===== src/rtl/addsub_share_arbiter_if.sv =====
// Request/response bundle for addsub_share_arbiter: two requester channels plus one tagged result channel.
// master = requester/consumer side, slave = arbiter side.
interface addsub_share_arbiter_if #(
   parameter int n = 16
);
   logic         req0_valid;
   logic         req0_ready;
   logic [n-1:0] req0_x;
   logic [n-1:0] req0_y;
   logic         req0_add_n;
   logic         req1_valid;
   logic         req1_ready;
   logic [n-1:0] req1_x;
   logic [n-1:0] req1_y;
   logic         req1_add_n;
   logic         rsp_valid;
   logic         rsp_ready;
   logic         rsp_id;
   logic [n-1:0] rsp_s;
   logic         rsp_c_out;
   logic         rsp_overflow;

   modport master (
      output req0_valid, req0_x, req0_y, req0_add_n,
      output req1_valid, req1_x, req1_y, req1_add_n,
      output rsp_ready,
      input  req0_ready, req1_ready,
      input  rsp_valid, rsp_id, rsp_s, rsp_c_out, rsp_overflow
   );

   modport slave (
      input  req0_valid, req0_x, req0_y, req0_add_n,
      input  req1_valid, req1_x, req1_y, req1_add_n,
      input  rsp_ready,
      output req0_ready, req1_ready,
      output rsp_valid, rsp_id, rsp_s, rsp_c_out, rsp_overflow
   );
endinterface


===== src/rtl/addsub_share_arbiter.sv =====
// Round-robin arbiter sharing one adder_subtractor_nbit between two requesters, IDLE->EXEC->RESP per operation.
// Define ADDSUB_ARB_SAT_EN to clamp rsp_s on signed overflow instead of wrapping.
module adder_subtractor_nbit #(
   parameter int n = 16
) (
   input  logic [n-1:0] i_x,
   input  logic [n-1:0] i_y,
   input  logic         i_add_n,
   output logic [n-1:0] o_s,
   output logic         o_c_out,
   output logic         o_overflow
);
   logic [n-1:0] w_y_eff;
   logic [n:0]   w_sum;

   // Subtract as x + ~y + 1 so c_out reads as "no borrow".
   assign w_y_eff    = i_y ^ {n{i_add_n}};
   assign w_sum      = {1'b0, i_x} + {1'b0, w_y_eff} + {{n{1'b0}}, i_add_n};
   assign o_s        = w_sum[n-1:0];
   assign o_c_out    = w_sum[n];
   assign o_overflow = (i_x[n-1] == w_y_eff[n-1]) && (o_s[n-1] != i_x[n-1]);
endmodule

module addsub_share_arbiter #(
   parameter int n = 16
) (
   input logic                   clk,
   input logic                   reset_n,
   addsub_share_arbiter_if.slave bus
);
   typedef enum logic [1:0] {S_IDLE, S_EXEC, S_RESP} state_t;

   state_t       r_state;
   logic         r_rr_last;
   logic [n-1:0] r_x;
   logic [n-1:0] r_y;
   logic         r_add_n;
   logic         r_id;
   logic         r_rsp_valid;
   logic         r_rsp_id;
   logic [n-1:0] r_rsp_s;
   logic         r_rsp_c_out;
   logic         r_rsp_ovf;

   logic         w_idle;
   logic         w_gnt0;
   logic         w_gnt1;
   logic [n-1:0] w_s;
   logic         w_c_out;
   logic         w_ovf;

`ifdef ADDSUB_ARB_SAT_EN
   // On overflow the true result's sign equals the sign of x.
   function automatic logic [n-1:0] f_sat(input logic [n-1:0] s, input logic ovf, input logic x_msb);
      if (!ovf)
         return s;
      return x_msb ? {1'b1, {(n-1){1'b0}}} : {1'b0, {(n-1){1'b1}}};
   endfunction
`endif

   // Contention goes to the requester that did not win last time.
   assign w_idle = reset_n && (r_state == S_IDLE);
   assign w_gnt0 = w_idle && bus.req0_valid && (!bus.req1_valid || r_rr_last);
   assign w_gnt1 = w_idle && bus.req1_valid && (!bus.req0_valid || !r_rr_last);

   adder_subtractor_nbit #(.n(n)) u_addsub (
      .i_x        (r_x),
      .i_y        (r_y),
      .i_add_n    (r_add_n),
      .o_s        (w_s),
      .o_c_out    (w_c_out),
      .o_overflow (w_ovf)
   );

   always_ff @(posedge clk or negedge reset_n) begin
      if (!reset_n) begin
         r_state     <= S_IDLE;
         r_rr_last   <= 1'b1;
         r_x         <= '0;
         r_y         <= '0;
         r_add_n     <= 1'b0;
         r_id        <= 1'b0;
         r_rsp_valid <= 1'b0;
         r_rsp_id    <= 1'b0;
         r_rsp_s     <= '0;
         r_rsp_c_out <= 1'b0;
         r_rsp_ovf   <= 1'b0;
      end else begin
         case (r_state)
            S_IDLE: begin
               if (w_gnt0) begin
                  r_x       <= bus.req0_x;
                  r_y       <= bus.req0_y;
                  r_add_n   <= bus.req0_add_n;
                  r_id      <= 1'b0;
                  r_rr_last <= 1'b0;
                  r_state   <= S_EXEC;
               end else if (w_gnt1) begin
                  r_x       <= bus.req1_x;
                  r_y       <= bus.req1_y;
                  r_add_n   <= bus.req1_add_n;
                  r_id      <= 1'b1;
                  r_rr_last <= 1'b1;
                  r_state   <= S_EXEC;
               end
            end
            S_EXEC: begin
`ifdef ADDSUB_ARB_SAT_EN
               r_rsp_s     <= f_sat(w_s, w_ovf, r_x[n-1]);
`else
               r_rsp_s     <= w_s;
`endif
               r_rsp_c_out <= w_c_out;
               r_rsp_ovf   <= w_ovf;
               r_rsp_id    <= r_id;
               r_rsp_valid <= 1'b1;
               r_state     <= S_RESP;
            end
            S_RESP: begin
               if (bus.rsp_ready) begin
                  r_rsp_valid <= 1'b0;
                  r_state     <= S_IDLE;
               end
            end
            default: r_state <= S_IDLE;
         endcase
      end
   end

   assign bus.req0_ready   = w_gnt0;
   assign bus.req1_ready   = w_gnt1;
   assign bus.rsp_valid    = r_rsp_valid;
   assign bus.rsp_id       = r_rsp_id;
   assign bus.rsp_s        = r_rsp_s;
   assign bus.rsp_c_out    = r_rsp_c_out;
   assign bus.rsp_overflow = r_rsp_ovf;
endmodule


===== src/flat_wrapper.sv =====
// flat-port wrapper written by rule: the top's interface ports become plain ports
module addsub_share_arbiter_flat 
#(
   parameter int n = 16
)
  (clk, reset_n, bus_req0_valid, bus_req0_x, bus_req0_y, bus_req0_add_n, bus_req1_valid, bus_req1_x, bus_req1_y, bus_req1_add_n, bus_rsp_ready, bus_req0_ready, bus_req1_ready, bus_rsp_valid, bus_rsp_id, bus_rsp_s, bus_rsp_c_out, bus_rsp_overflow);
  addsub_share_arbiter_if #(.n(n)) bus_i ();
  input logic clk;
  input logic reset_n;
  input wire logic [$bits(bus_i.req0_valid)-1:0] bus_req0_valid;
  input wire logic [$bits(bus_i.req0_x)-1:0] bus_req0_x;
  input wire logic [$bits(bus_i.req0_y)-1:0] bus_req0_y;
  input wire logic [$bits(bus_i.req0_add_n)-1:0] bus_req0_add_n;
  input wire logic [$bits(bus_i.req1_valid)-1:0] bus_req1_valid;
  input wire logic [$bits(bus_i.req1_x)-1:0] bus_req1_x;
  input wire logic [$bits(bus_i.req1_y)-1:0] bus_req1_y;
  input wire logic [$bits(bus_i.req1_add_n)-1:0] bus_req1_add_n;
  input wire logic [$bits(bus_i.rsp_ready)-1:0] bus_rsp_ready;
  output wire logic [$bits(bus_i.req0_ready)-1:0] bus_req0_ready;
  output wire logic [$bits(bus_i.req1_ready)-1:0] bus_req1_ready;
  output wire logic [$bits(bus_i.rsp_valid)-1:0] bus_rsp_valid;
  output wire logic [$bits(bus_i.rsp_id)-1:0] bus_rsp_id;
  output wire logic [$bits(bus_i.rsp_s)-1:0] bus_rsp_s;
  output wire logic [$bits(bus_i.rsp_c_out)-1:0] bus_rsp_c_out;
  output wire logic [$bits(bus_i.rsp_overflow)-1:0] bus_rsp_overflow;
  assign bus_i.req0_valid = bus_req0_valid;
  assign bus_i.req0_x = bus_req0_x;
  assign bus_i.req0_y = bus_req0_y;
  assign bus_i.req0_add_n = bus_req0_add_n;
  assign bus_i.req1_valid = bus_req1_valid;
  assign bus_i.req1_x = bus_req1_x;
  assign bus_i.req1_y = bus_req1_y;
  assign bus_i.req1_add_n = bus_req1_add_n;
  assign bus_i.rsp_ready = bus_rsp_ready;
  assign bus_req0_ready = bus_i.req0_ready;
  assign bus_req1_ready = bus_i.req1_ready;
  assign bus_rsp_valid = bus_i.rsp_valid;
  assign bus_rsp_id = bus_i.rsp_id;
  assign bus_rsp_s = bus_i.rsp_s;
  assign bus_rsp_c_out = bus_i.rsp_c_out;
  assign bus_rsp_overflow = bus_i.rsp_overflow;
  addsub_share_arbiter #(.n(n)) u_core (.clk(clk), .reset_n(reset_n), .bus(bus_i));
endmodule

===== config.mk =====
export PLATFORM = sky130hd
export DESIGN_NAME = addsub_share_arbiter_flat
export DESIGN_NICKNAME = d
export VERILOG_FILES = /design/src/rtl/addsub_share_arbiter_if.sv /design/src/rtl/addsub_share_arbiter.sv /design/src/flat_wrapper.sv
export SDC_FILE = /design/constraint.sdc
export NUM_CORES = 1
export LEC_CHECK = 0
export CORE_MARGIN = 4
export CORE_UTILIZATION = 30
export DETAILED_ROUTE_END_ITERATION = 10
export MAX_ROUTING_LAYER = met4
export REMOVE_ABC_BUFFERS = 1
export SETUP_SLACK_MARGIN = 0.3
export SLEW_MARGIN = 20
export SYNTH_ARGS = -nofsm -noshare
export SYNTH_HDL_FRONTEND = slang
export SYNTH_SLANG_ARGS = --single-unit

===== constraint.sdc =====
create_clock -name clk -period 4.6 [get_ports clk]
set_input_delay 0.92 -clock clk [delete_from_list [all_inputs] [get_ports clk]]
set_output_delay 0.92 -clock clk [all_outputs]
set_load 0.1 [all_outputs]

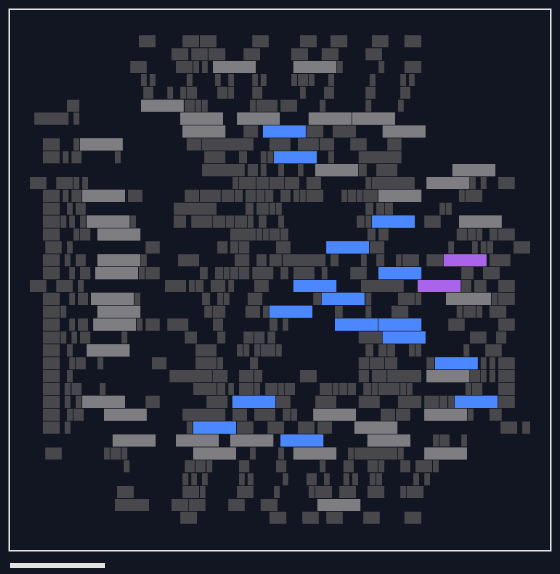
**Above:** run 1 (register map, names as in the netlist).
The bar under the picture is 20 um long.
- `u_core.r_state`: purple (flops 2)
- `u_core.bus.rsp_s`: blue (flops 16)
- not colored: 39

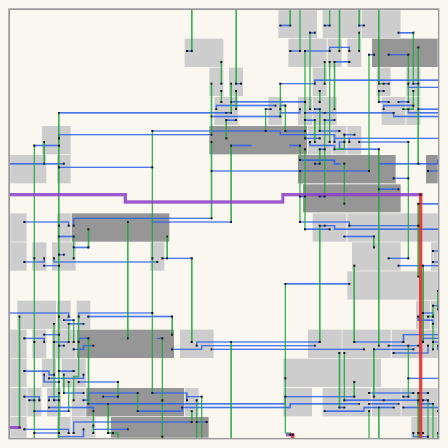
**Above:** run 1 (close-up of the layout).
Window x 9 to 49, y 66 to 106 um. Cells in gray, sequential cells in the stronger gray; small squares are vias.
- M1: blue
- M3: purple
- M4: red
- M2: green
- cells with their middle in the window: 64
- sequential cells in the window: 8
- netlist names of flops here include: `u_core.r_y` (5), `u_core.r_x` (3)
- most frequent: nand2_1 (16), nor2_1 (9)

==> results.py, run 1 <==
# Flow results
metrics = {
    "global_routing": {
        "grt_pass1_wl_mm": 14.46,
        "grt_util_met3_pct": 2.801,
        "grt_max_degree": 70,
        "grtUsageMet2_pct": 20.53,
        "antenna_found_initial": 0,
        "grt_pass1_vias": 3076,
    },
    "drt": {
        "routed-via-count": 3007,
        "topRoutingLayerUsed": "met4",
        "route.layer.met1.wl_mm": 4.172,
        "ant_nets": 0,
        "wl_met2_mm": 3.701,
        "route.met3.wl_um": 304,
    },
    "floorplan": {
        "core_sq_um": 10940,
        "num_rows": 38,
        "fp.dieW_um": 114.1,
        "dieArea_sq_um": 13010,
    },
    "clock_network": {
        "clkTransAtPathRegs_ps": 50,
        "cts_tree": "yes",
        "hold_buffers": 0,
        "clock_path_buffers": 2,
        "cts-root-buf": "clkbuf_16",
    },
    "synthesis": {
        "async_flop_share_pct": 100.0,
        "adder_share_pct": 6.526,
        "top_cells_by_area": "dfrtp_1, nand2_1, a31oi_1, ha_1, nor2_1",
        "ys_types": 49,
        "ys_cells": 406,
        "synthSimpleGateAreaFrac_pct": 22.73,
        "ys_sh_xor_pct": 6.748,
        "compound_area_share_pct": 17.32,
        "synth_top_flop_cell": "dfrtp_1",
        "synthCells": 406,
        "syn_avg_cell_area_sq_um": 8.312,
        "netlist.top_cell.by_area": "dfrtp_1",
        "ys_seq_share_pct": 42.31,
        "ys_warn_count": 0,
        "top_area_share_pct": 41.53,
    },
    "setup_path": {
        "cp-startpoint": "bus_req0_valid",
        "cp.arrival_ps": 2220,
        "worst-path-buf-inv": 4,
        "worstSetupEndpoint": "bus_req1_ready",
        "cp.required_ps": 3680,
        "reg2reg_slack_ps": 1670,
        "worstReg2RegEnd": "u_core.bus.rsp_s[15]",
        "cp_slowest_stage_delay_ps": 490,
        "endpoint_kind": "primary output",
        "startpoint_type": "input pin",
        "critical_path_class": "input pin to primary output",
        "slowest_stage": "clkdlybuf4s50_1",
        "path_cells": "clkdlybuf4s50_1, nand2_1, nand3_2, buf_4, inv_2, buf_12",
    },
    "final_layout": {
        "diodes": 0,
        "final-instance-count-excl-fill": 638,
        "drive_above_1_share_pct": 7.430,
        "area_delta_synth_final_pct": 40.79,
        "layout.nets": 581,
        "nFillCells": 1132,
    },
    "min_path": {
        "whs_endpoint": "u_core.r_rr_last",
        "hp-class": "register to register",
        "worstHoldStart": "u_core.r_rr_last",
        "whs_path_depth": 2,
    },
    "placed_design": {
        "pre_cts_ws_ps": 1460,
        "place_area_sq_um": 4434,
        "hpwl_mm": 6.176,
    },
    "sta": {
        "drv_slew": 0,
        "period_used_pct": 68.23,
        "setup_viol": 0,
        "fmax_mhz": 318.6,
        "finalSetupTns_ps": 0,
        "final-hold-violation-count": 0,
        "tightest_slew_ps": 1011,
    },
    "job": {
        "tool_warnings": 26,
        "cap_violations": 0,
    },
    "status": {
        "status": "finished, final reports clean",
    },
}
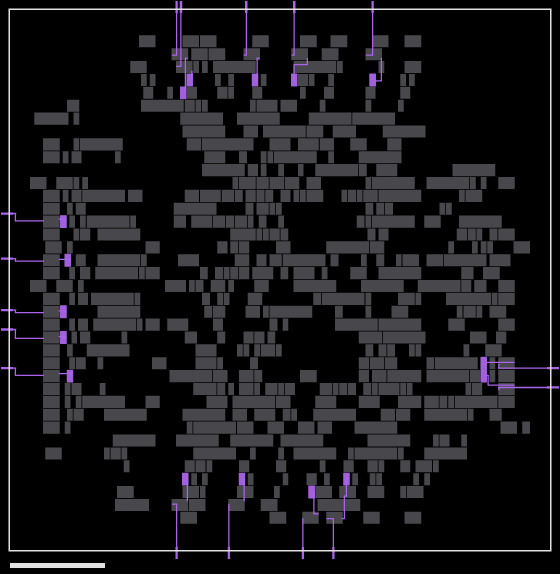
**Above:** run 1 (I/O nets highlighted).
The bar under the picture is 20 um long.
- `bus_req1_x`: purple (direction input; end cells 16; buffers 16; wire 227 um)
Top Ports: 93
count of input and output buffers: 92

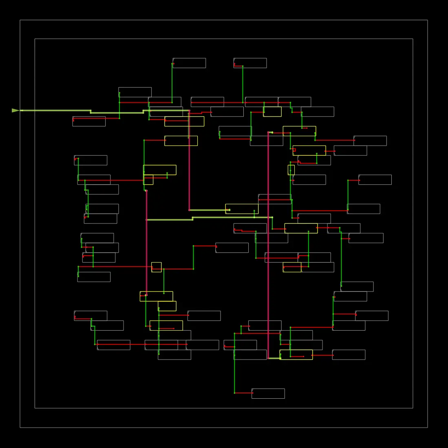
**Above:** run 1 (clock wiring as the flow saved it).
Clock Sinks: 57
clk_skew: 4.774 ps
CLK BUF: 12

[run 1: worst reg2reg max path, stage by stage (launching register included)]
cell and delay (ps):
dfrtp_1 910, xor2_1 160, ha_1 400, a21oi_1 310
nand2_1 100, a221oi_1 580, nor3_1 90, a21oi_1 150
nand3_1 100
[run 1: Yosys cell counts (all sizes together) (3+ instances only)]
cell type and number:
a21oi 15, buf 10, nor2b 4, and2 4, nor3 3, nand2b 3, ha 16, nand2 108
a31oi 34, xnor2 6, a211oi 3, clkbuf 11, xor2 20, nand3 7, o21a 3, inv 8
o21ai 22, nor2 48, dfrtp 56
[run 1: state kept, by name, indices dropped and copies added (netlist names)]
name and cells:
u_core.r_state 2, u_core.r_rr_last 1, u_core.bus.rsp_s 16, u_core.bus.rsp_c_out 1, u_core.bus.rsp_valid 1, u_core.r_x 16
u_core.r_y 16, u_core.r_id 1, u_core.r_add_n 1, u_core.bus.rsp_overflow 1, u_core.bus.rsp_id 1
[run 1: layout make-up]
class / instances / area (sq um) / area share [%]
inverter: 8 / 30.03 / 0.6321
clock buffer: 12 / 266.5 / 5.610
tap: 140 / 175.2 / 3.687
multi-input combinational: 320 / 1828 / 38.48
timing repair buffer: 97 / 973.4 / 20.49
sequential: 57 / 1428 / 30.05
clock inverter: 4 / 50.05 / 1.053
[run 1: logic make-up (layout without fill, tap and decap cells)]
logic type | count (synthesis) | count (layout)
flops | 57 | 57
compound gates | 91 | 91
buf+inv | 29 | 121
fa+ha+maj | 17 | 17
mux | 2 | 2
simple gates | 184 | 184
xor+xnor | 26 | 26
**Run 1: signal wires by layer**

Two of the layers only.
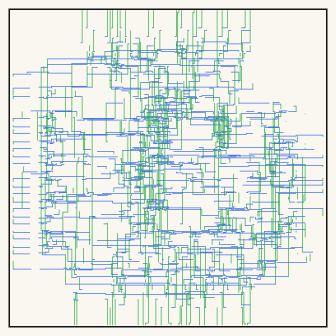

==> run 1 -> run 2 <==
==> constraint.sdc (replaced) <==
create_clock -name clk -period 3.12 [get_ports clk]
set_input_delay 0.624 -clock clk [delete_from_list [all_inputs] [get_ports clk]]
set_output_delay 0.624 -clock clk [all_outputs]
set_load 0.1 [all_outputs]
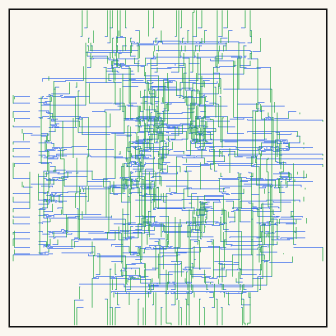
**Above:** run 2 (signal wires by layer).
Two of the layers only.
- M2: green (wire length 4030 um)
- M1: blue (wire length 4260 um)
via count: 3053
DR WL/cell: 13.72 um
final wirelength: 8.769 mm
All-Layer GR Usage: 14.66%

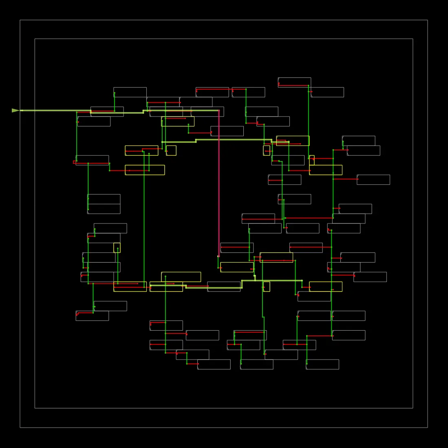
**Above:** run 2 (clock wiring as the flow saved it).
clk_skew: 7.852 ps
Clk Latency, worst-skew pair: 320 ps
CLK BUF: 10
CTS buffer count: 9

==> run 2 against run 1 <==
  * Setup slack lost 870 ps
  * Cell area shrank 0.87%
  * Cell count grew 0.16%
  * Non-clock buffer count grew 1
  * Sequential share of layout area grew 0.26 points
  * First-iteration DRC count grew 6.5%
  * Highest routed layer unchanged
==> results.py, run 2 <==
# Flow results
metrics = {
    "final_layout": {
        "layout.nets": 582,
        "final-instance-count-excl-fill": 639,
        "drive_above_1_share_pct": 11.62,
        "nFillCells": 1121,
        "diodes": 0,
        "flop_area_sq_um": 1428,
        "area_delta_synth_final_pct": 39.56,
    },
    "sta": {
        "period_used_pct": 81.04,
        "finalSetupTns_ps": 0,
        "drv_slew": 0,
        "final-hold-violation-count": 0,
    },
    "synthesis": {
        "ys_cells": 406,
        "top_area_share_pct": 41.53,
        "ys_top_cells_by_count": "nand2_1, dfrtp_1, nor2_1, a31oi_1, xor2_1",
        "ys_types": 49,
        "synthCells": 406,
        "top_cells_by_area": "dfrtp_1, nand2_1, a31oi_1, ha_1, nor2_1",
        "ys_warn_count": 0,
        "ys_seq_share_pct": 42.31,
        "syn_avg_cell_area_sq_um": 8.312,
        "async_flop_share_pct": 100.0,
    },
    "floorplan": {
        "core_sq_um": 10940,
        "design.portCount": 93,
        "num_rows": 38,
    },
    "job": {
        "cap_violations": 0,
    },
    "min_path": {
        "hp-class": "register to register",
    },
    "clock_network": {
        "clkTransAtPathRegs_ps": 50,
        "cts_tree": "yes",
    },
    "drt": {
        "wl_met2_mm": 4.030,
        "ant_nets": 0,
    },
    "placed_design": {
        "place_area_sq_um": 4392,
        "hpwl_mm": 6.480,
    },
    "setup_path": {
        "cp.required_ps": 3330,
        "cp-startpoint": "u_core.r_add_n",
        "critical_path_class": "register to register",
        "startpoint_type": "register",
        "slowest_stage": "dfrtp_1",
    },
    "status": {
        "status": "finished, final reports clean",
    },
    "global_routing": {
        "grt_max_degree": 70,
        "grt_pass1_vias": 3119,
        "grtUsageMet2_pct": 22.44,
    },
}
run 2: final cells by class:
cell class	instances	share of cell area [%]
clock buffers	10	4.862
clock inverters	6	1.753
inverters	8	0.6376
multi-input cells	320	38.95
flip-flops and latches	57	30.31
well taps	140	3.719
repair buffers	98	19.77
run 2: stage by stage:
| stage | setup WS (ps) | hold slack, ps | utilization [%] |
|---|---|---|---|
| after floorplan | -683.3 | 328.4 | - |
| after global placement | 680.9 | 449.6 | 40.16 |
| after detailed placement | 473.7 | 455.3 | 40.16 |
| after CTS | 472.8 | 464.7 | 43.01 |
| after global routing | 336.9 | 494.3 | 43.07 |
| final | 591.6 | 463.7 | 43.07 |
run 2: timing repair:
action	CTS	global route
endpoints found under the setup margin	0	2
hold buffers	0	0
resized	0	1
run 2: worst paths after layout:
| check | slack, ps | end | depth (start not counted) |
|---|---|---|---|
| worst max-delay path | 590 | u_core.bus.rsp_s[15] | 9 |
| worst min-delay path | 460 | u_core.r_rr_last | 2 |
| worst max register to register | 590 | u_core.bus.rsp_s[15] | 9 |
| worst min register to register | 460 | u_core.r_rr_last | 2 |
| max in group asynchronous | 2180 | u_core.r_x[11] | 2 |
| min in group asynchronous | 470 | u_core.r_state[0] | 2 |
run 2: critical path: cells and delay by family (launching register included):
kind | cells | cell delay (ps)
compound gates | 3 | 820
flops | 1 | 500
fa+ha+maj | 1 | 320
simple gates | 3 | 300
buf+inv | 1 | 300
xor+xnor | 1 | 170
